===== config.mk =====
export PLATFORM = sky130hd
export DESIGN_NAME = io_out_fifo
export DESIGN_NICKNAME = d
export VERILOG_FILES = /design/src/rtl/io_out_fifo.sv
export SDC_FILE = /design/constraint.sdc
export NUM_CORES = 1
export LEC_CHECK = 0
export CORE_MARGIN = 5
export CORE_UTILIZATION = 38
export CTS_BUF_LIST = sky130_fd_sc_hd__clkbuf_4 sky130_fd_sc_hd__clkbuf_8
export DETAILED_ROUTE_END_ITERATION = 7
export PLACE_DENSITY = 0.54
export SLEW_MARGIN = 20
export SYNTH_ARGS = -nofsm -noshare
export SYNTH_HDL_FRONTEND = slang
export SYNTH_SLANG_ARGS = --single-unit

===== constraint.sdc =====
create_clock -name clk -period 10.61 [get_ports clk]
set_input_delay 1.5915 -clock clk [delete_from_list [all_inputs] [get_ports clk]]
set_output_delay 1.5915 -clock clk [all_outputs]
set_load 0.1 [all_outputs]

===== src/rtl/io_out_fifo.sv =====
`default_nettype none
// ============================================================================
// io_out_fifo : first-word-fall-through output FIFO between the core OUT port
//               and a valid/ready peripheral; writes into a full FIFO are dropped.
//               Optional macro IO_OUT_FIFO_OVFCNT_EN adds a saturating drop counter.
// Revision    : 1.0
// ============================================================================
module io_out_fifo #(
    parameter int NUBITS = 32,
    parameter int NUIOOU = 8,
    parameter int FDEPTH = 8
) (
    input  logic                      clk,
    input  logic                      rst,
    input  logic                      out_en,
    input  logic [$clog2(NUIOOU)-1:0] addr_out,
    input  logic [NUBITS-1:0]         data_out,
    output logic                      m_valid,
    output logic [$clog2(NUIOOU)-1:0] m_addr,
    output logic [NUBITS-1:0]         m_data,
    input  logic                      m_ready,
    output logic [$clog2(FDEPTH):0]   level,
    output logic                      full,
    output logic                      empty,
    output logic                      ovf,
`ifdef IO_OUT_FIFO_OVFCNT_EN
    output logic [7:0]                ovf_cnt,
`endif
    input  logic                      ovf_clr
);

    localparam int C_AW = $clog2(NUIOOU);
    localparam int C_PW = $clog2(FDEPTH);
    localparam int C_LW = C_PW + 1;
    localparam int C_EW = C_AW + NUBITS;
    localparam logic [C_LW-1:0] C_DEPTH = C_LW'(FDEPTH);

    logic [C_EW-1:0] r_mem [FDEPTH];
    logic [C_PW-1:0] r_wr_ptr;
    logic [C_PW-1:0] r_rd_ptr;
    logic [C_LW-1:0] r_level;
    logic            r_ovf;

    logic            w_full;
    logic            w_empty;
    logic            w_pop;
    logic            w_push;
    logic            w_drop;
    logic [C_EW-1:0] w_head;

    // Flags come only from the registered level, never from out_en.
    assign w_full  = (r_level == C_DEPTH);
    assign w_empty = (r_level == '0);
    assign w_pop   = ~w_empty & m_ready;
    assign w_push  = out_en & (~w_full | w_pop);
    assign w_drop  = out_en & ~w_push;

    // Storage needs no reset: stale entries are unreachable once pointers clear.
    always_ff @(posedge clk) begin
        if (w_push && !rst) begin
            r_mem[r_wr_ptr] <= {addr_out, data_out};
        end
    end

    always_ff @(posedge clk) begin
        if (rst) begin
            r_wr_ptr <= '0;
            r_rd_ptr <= '0;
            r_level  <= '0;
        end else begin
            if (w_push) begin
                r_wr_ptr <= r_wr_ptr + C_PW'(1);
            end
            if (w_pop) begin
                r_rd_ptr <= r_rd_ptr + C_PW'(1);
            end
            r_level <= r_level + C_LW'(w_push) - C_LW'(w_pop);
        end
    end

    // A drop in the same cycle as a clear keeps the flag set.
    always_ff @(posedge clk) begin
        if (rst) begin
            r_ovf <= 1'b0;
        end else if (w_drop) begin
            r_ovf <= 1'b1;
        end else if (ovf_clr) begin
            r_ovf <= 1'b0;
        end
    end

    assign w_head  = r_mem[r_rd_ptr];
    assign m_valid = ~w_empty;
    assign m_addr  = w_empty ? '0 : w_head[C_EW-1:NUBITS];
    assign m_data  = w_empty ? '0 : w_head[NUBITS-1:0];
    assign level   = r_level;
    assign full    = w_full;
    assign empty   = w_empty;
    assign ovf     = r_ovf;

`ifdef IO_OUT_FIFO_OVFCNT_EN
    logic [7:0] r_ovf_cnt;

    always_ff @(posedge clk) begin
        if (rst) begin
            r_ovf_cnt <= '0;
        end else if (ovf_clr) begin
            r_ovf_cnt <= w_drop ? 8'd1 : 8'd0;
        end else if (w_drop && (r_ovf_cnt != 8'hFF)) begin
            r_ovf_cnt <= r_ovf_cnt + 8'd1;
        end
    end

    assign ovf_cnt = r_ovf_cnt;
`endif

endmodule
`default_nettype wire


Fig. 1: drive-strength map
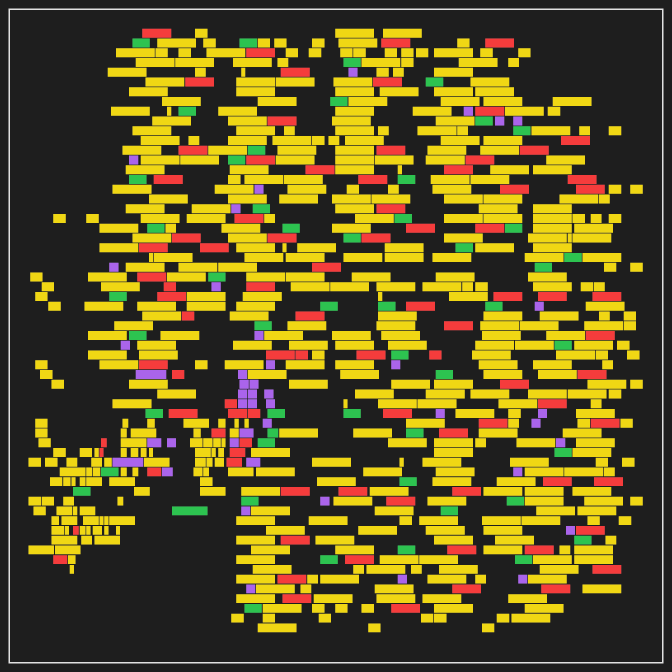
| colour | size | cells | share |
|---|---|---|---|
| purple | x3 and x4 | 43 | 6.6% |
| green | x6 and larger | 50 | 7.7% |
| red | x2 | 87 | 13% |
| yellow | x1 and smaller | 471 | 72% |

Fig. 2: routed metal per tile
The die is cut into 36 by 36 equal tiles; dark blue is low, red is high, scaled to the fullest tile. Values are wire area over tile area, all layers added.
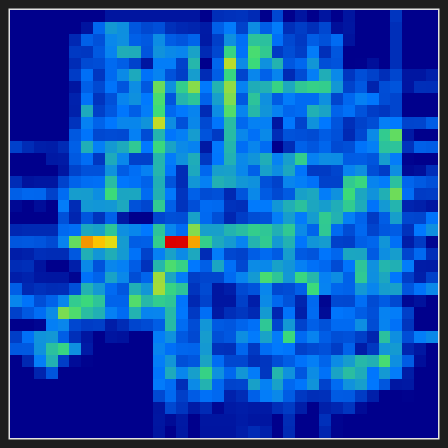
emptiest ninth of the die: bottom left
tiles over half the peak: 2.2%
densest ninth of the die: middle
fullest tile: 0.61

Fig. 3: where the registers sit
The bar under the picture is 50 um long.
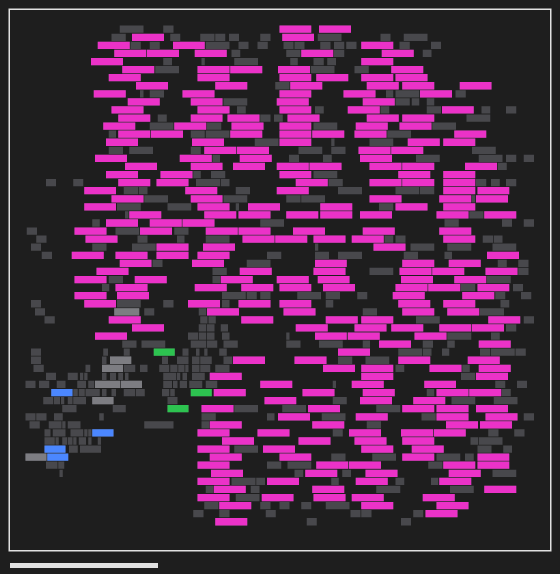
| colour | signal | placed flops |
|---|---|---|
| magenta | `r_mem` | 280 |
| blue | `level` | 4 |
| green | `r_wr_ptr` | 3 |

flip-flops by register name, summed over array words and instances, names as in the netlist, named ones only:
name / count
r_rd_ptr: 3
r_mem: 280
r_wr_ptr: 3
level: 4
ovf: 1
worst paths after layout:
path,from,endpoint,slack [ns]
worst min register to register,r_rd_ptr[1],register,0.51
worst min-delay path,r_rd_ptr[1],register,0.51
worst max register to register,level[2],r_mem[5][5],7.96
worst max-delay path,register,m_addr[1],5.07
Yosys cell counts:
cell      count  area share, %
and2_4        1          0.078
buf_1         1          0.033
nand2b_1      3           0.17
edfxtp_1    280             75
nor4_1        2           0.11
buf_8         3           0.40
buf_6         2           0.20
nor3_1        3           0.13
mux4_2       70             14
xor2_1        1          0.078
clkbuf_1     12           0.40
mux2i_1       1          0.089
o21a_1        1          0.067
fa_1          1           0.18
buf_2        10           0.45
nor4b_1       1          0.078
o21ai_0       6           0.27
nor2b_1       5           0.28
nand3b_1      1          0.067
nor2_1        9           0.30
dfxtp_1      14            2.5
a21oi_1       4           0.18
mux2_2        3           0.30
a21o_1        1          0.067
or3_1         2           0.11
ha_1          7           0.78
inv_1         8           0.27
nor4bb_1      1          0.089
inv_2         1          0.033
or3b_1        2           0.16
nand3_1       3           0.13
o211ai_1      1          0.067
or4_1         1          0.067
o32ai_1       1          0.078
a22o_1       30            2.3
nand2_1       1          0.033
a211o_1       1          0.078
a22o_2        5           0.45
logic make-up (layout without fill, tap and decap cells):
kind of cell | after synthesis | in the layout | share of synthesized area (%)
adders and majority gates | 8 | 8 | 0.958
buffers and inverters | 37 | 189 | 1.78
xor gates and xnor gates | 1 | 1 | 0.0780
DFF | 294 | 294 | 77.4
AOI/OAI and AO/OA | 50 | 50 | 3.59
and+or+nand+nor | 35 | 35 | 1.80
muxes | 74 | 74 | 14.4
where the power goes:
group	leakage, nW	internal (mW)	total, mW	switching (mW)
combinational	1.16	0.413	1.46	1.05
clock	0.468	0.492	0.902	0.410
sequential	2.64	1.32	1.37	0.0447
total	4.28	2.23	3.73	1.50
per-stage QoR:
| stage | hold slack (ns) | worst slack [ns] | cell area, um2 | power [mW] |
|---|---|---|---|---|
| floorplan | 0.472 | 4.40 | 11200 | 2.52 |
| global placement | 0.470 | 5.49 | 12500 | 2.85 |
| detailed placement | 0.515 | 5.49 | 12500 | 2.86 |
| CTS | 0.523 | 4.89 | 13400 | 3.78 |
| global route | 0.557 | 4.73 | 13500 | 3.89 |
| finish | 0.508 | 5.07 | 13500 | 3.73 |
area by class of cell:
cell class | instances | area [um2] | share of cell area [%]
inverters | 9 | 33.8 | 0.251
clock buffers | 69 | 818 | 6.08
repair buffers | 98 | 961 | 7.14
clock inverters | 13 | 60.1 | 0.446
flip-flops and latches | 294 | 8700 | 64.6
multi-input cells | 168 | 2400 | 17.8
well taps | 390 | 488 | 3.63
per-layer routing:
metal	vias to the layer above	part of all wire, %	wire [um]
met5	-	0.099	23
met1	2842	43	9970
li1	2355	-	-
met4	4	1.6	367
met2	145	50	11600
met3	38	5.6	1300
worst min-delay path, delay by kind of cell (launching register included):
kind | cells | cell delay, ns
flops | 1 | 0.30
compound gates | 2 | 0.16
==> changes_impl.md <==
### Changed

- Root Driver: clkbuf_8
- Synth warnings: 0
- Clock Pin Slew Worst Setup and Hold Paths: approximately 0.05 ns
- CP startpoint kind: register
- Synth unique cells: 38
- Clk_lat worst skew: 0.54 ns
- Core Util at FP: 38.2%
- Cycle use final: roughly 52%
- Crit path arrival time: 3.95 ns
- Mapped Area: roughly 0.011 mm2
- Status: finished, final reports clean
- DRT iter0 DRCs: a little over 300
- FF+latch count, synth: a little under 300
- Top Layout Cells: edfxtp_1 (280), clkdlybuf4s50_1 (82), mux4_2 (70), clkbuf_8 (48), a22o_1 (30)
- TritonCTS clock tree: built
- # placed instances: between 900 and 1000
- Vias in the first global route: just over 6000
- Die area: ~0.033 mm2
- Tool Warnings: 27
- Grt met2 use: 24.0%
- Routability Congestion: slightly above 0.7
- Fmax: between 150 and 200 MHz
- Setup TNS: 0 ns
- FP Rows: 63
- Initial antenna violation count: 2
- Yosys cell count: 499
- GR Overflow Total: 0
- Crit path depth: 4
- Minimum clock period: 5.54 ns
- Post-layout util: between 40% and 50%
- Maximum VDD drop: around 0.22 mV
- Htree depth: 2
- Tally of non-filler cells in the final layout: ~1000
- Clk sink count: just under 300
- Critical Path Max Stage Delay: approximately 0.98 ns
- Met3 usage: about 3.6%
- WL/cell: ~22 um
- Pin count of the biggest net entering global routing: 71
- Final setup viols: 0
- PortBufs: approximately 82
- Worst Hold Class: register to register
- Top cell excl fill/tap: edfxtp_1
- Max-slew violation count: 0
- Worst path bufs/invs: 2
- Max_cap viols: 0
- Post-CTS Setup Inserts: 0
- Seq/Total Area, Yosys: between 70% and 80%
- Worst path slowest cell: clkdlybuf4s50_1
- M1 GR Usage: between 10% and 20%
- Via count: about 5400
- Power density of the placed cells: 277 mW/mm2
- Syn avg cell area: roughly 23 um2
- Area delta synth->final: 19.8%
- CTS Buf Count: around 48
Power is estimated from default activity; no workload was simulated.
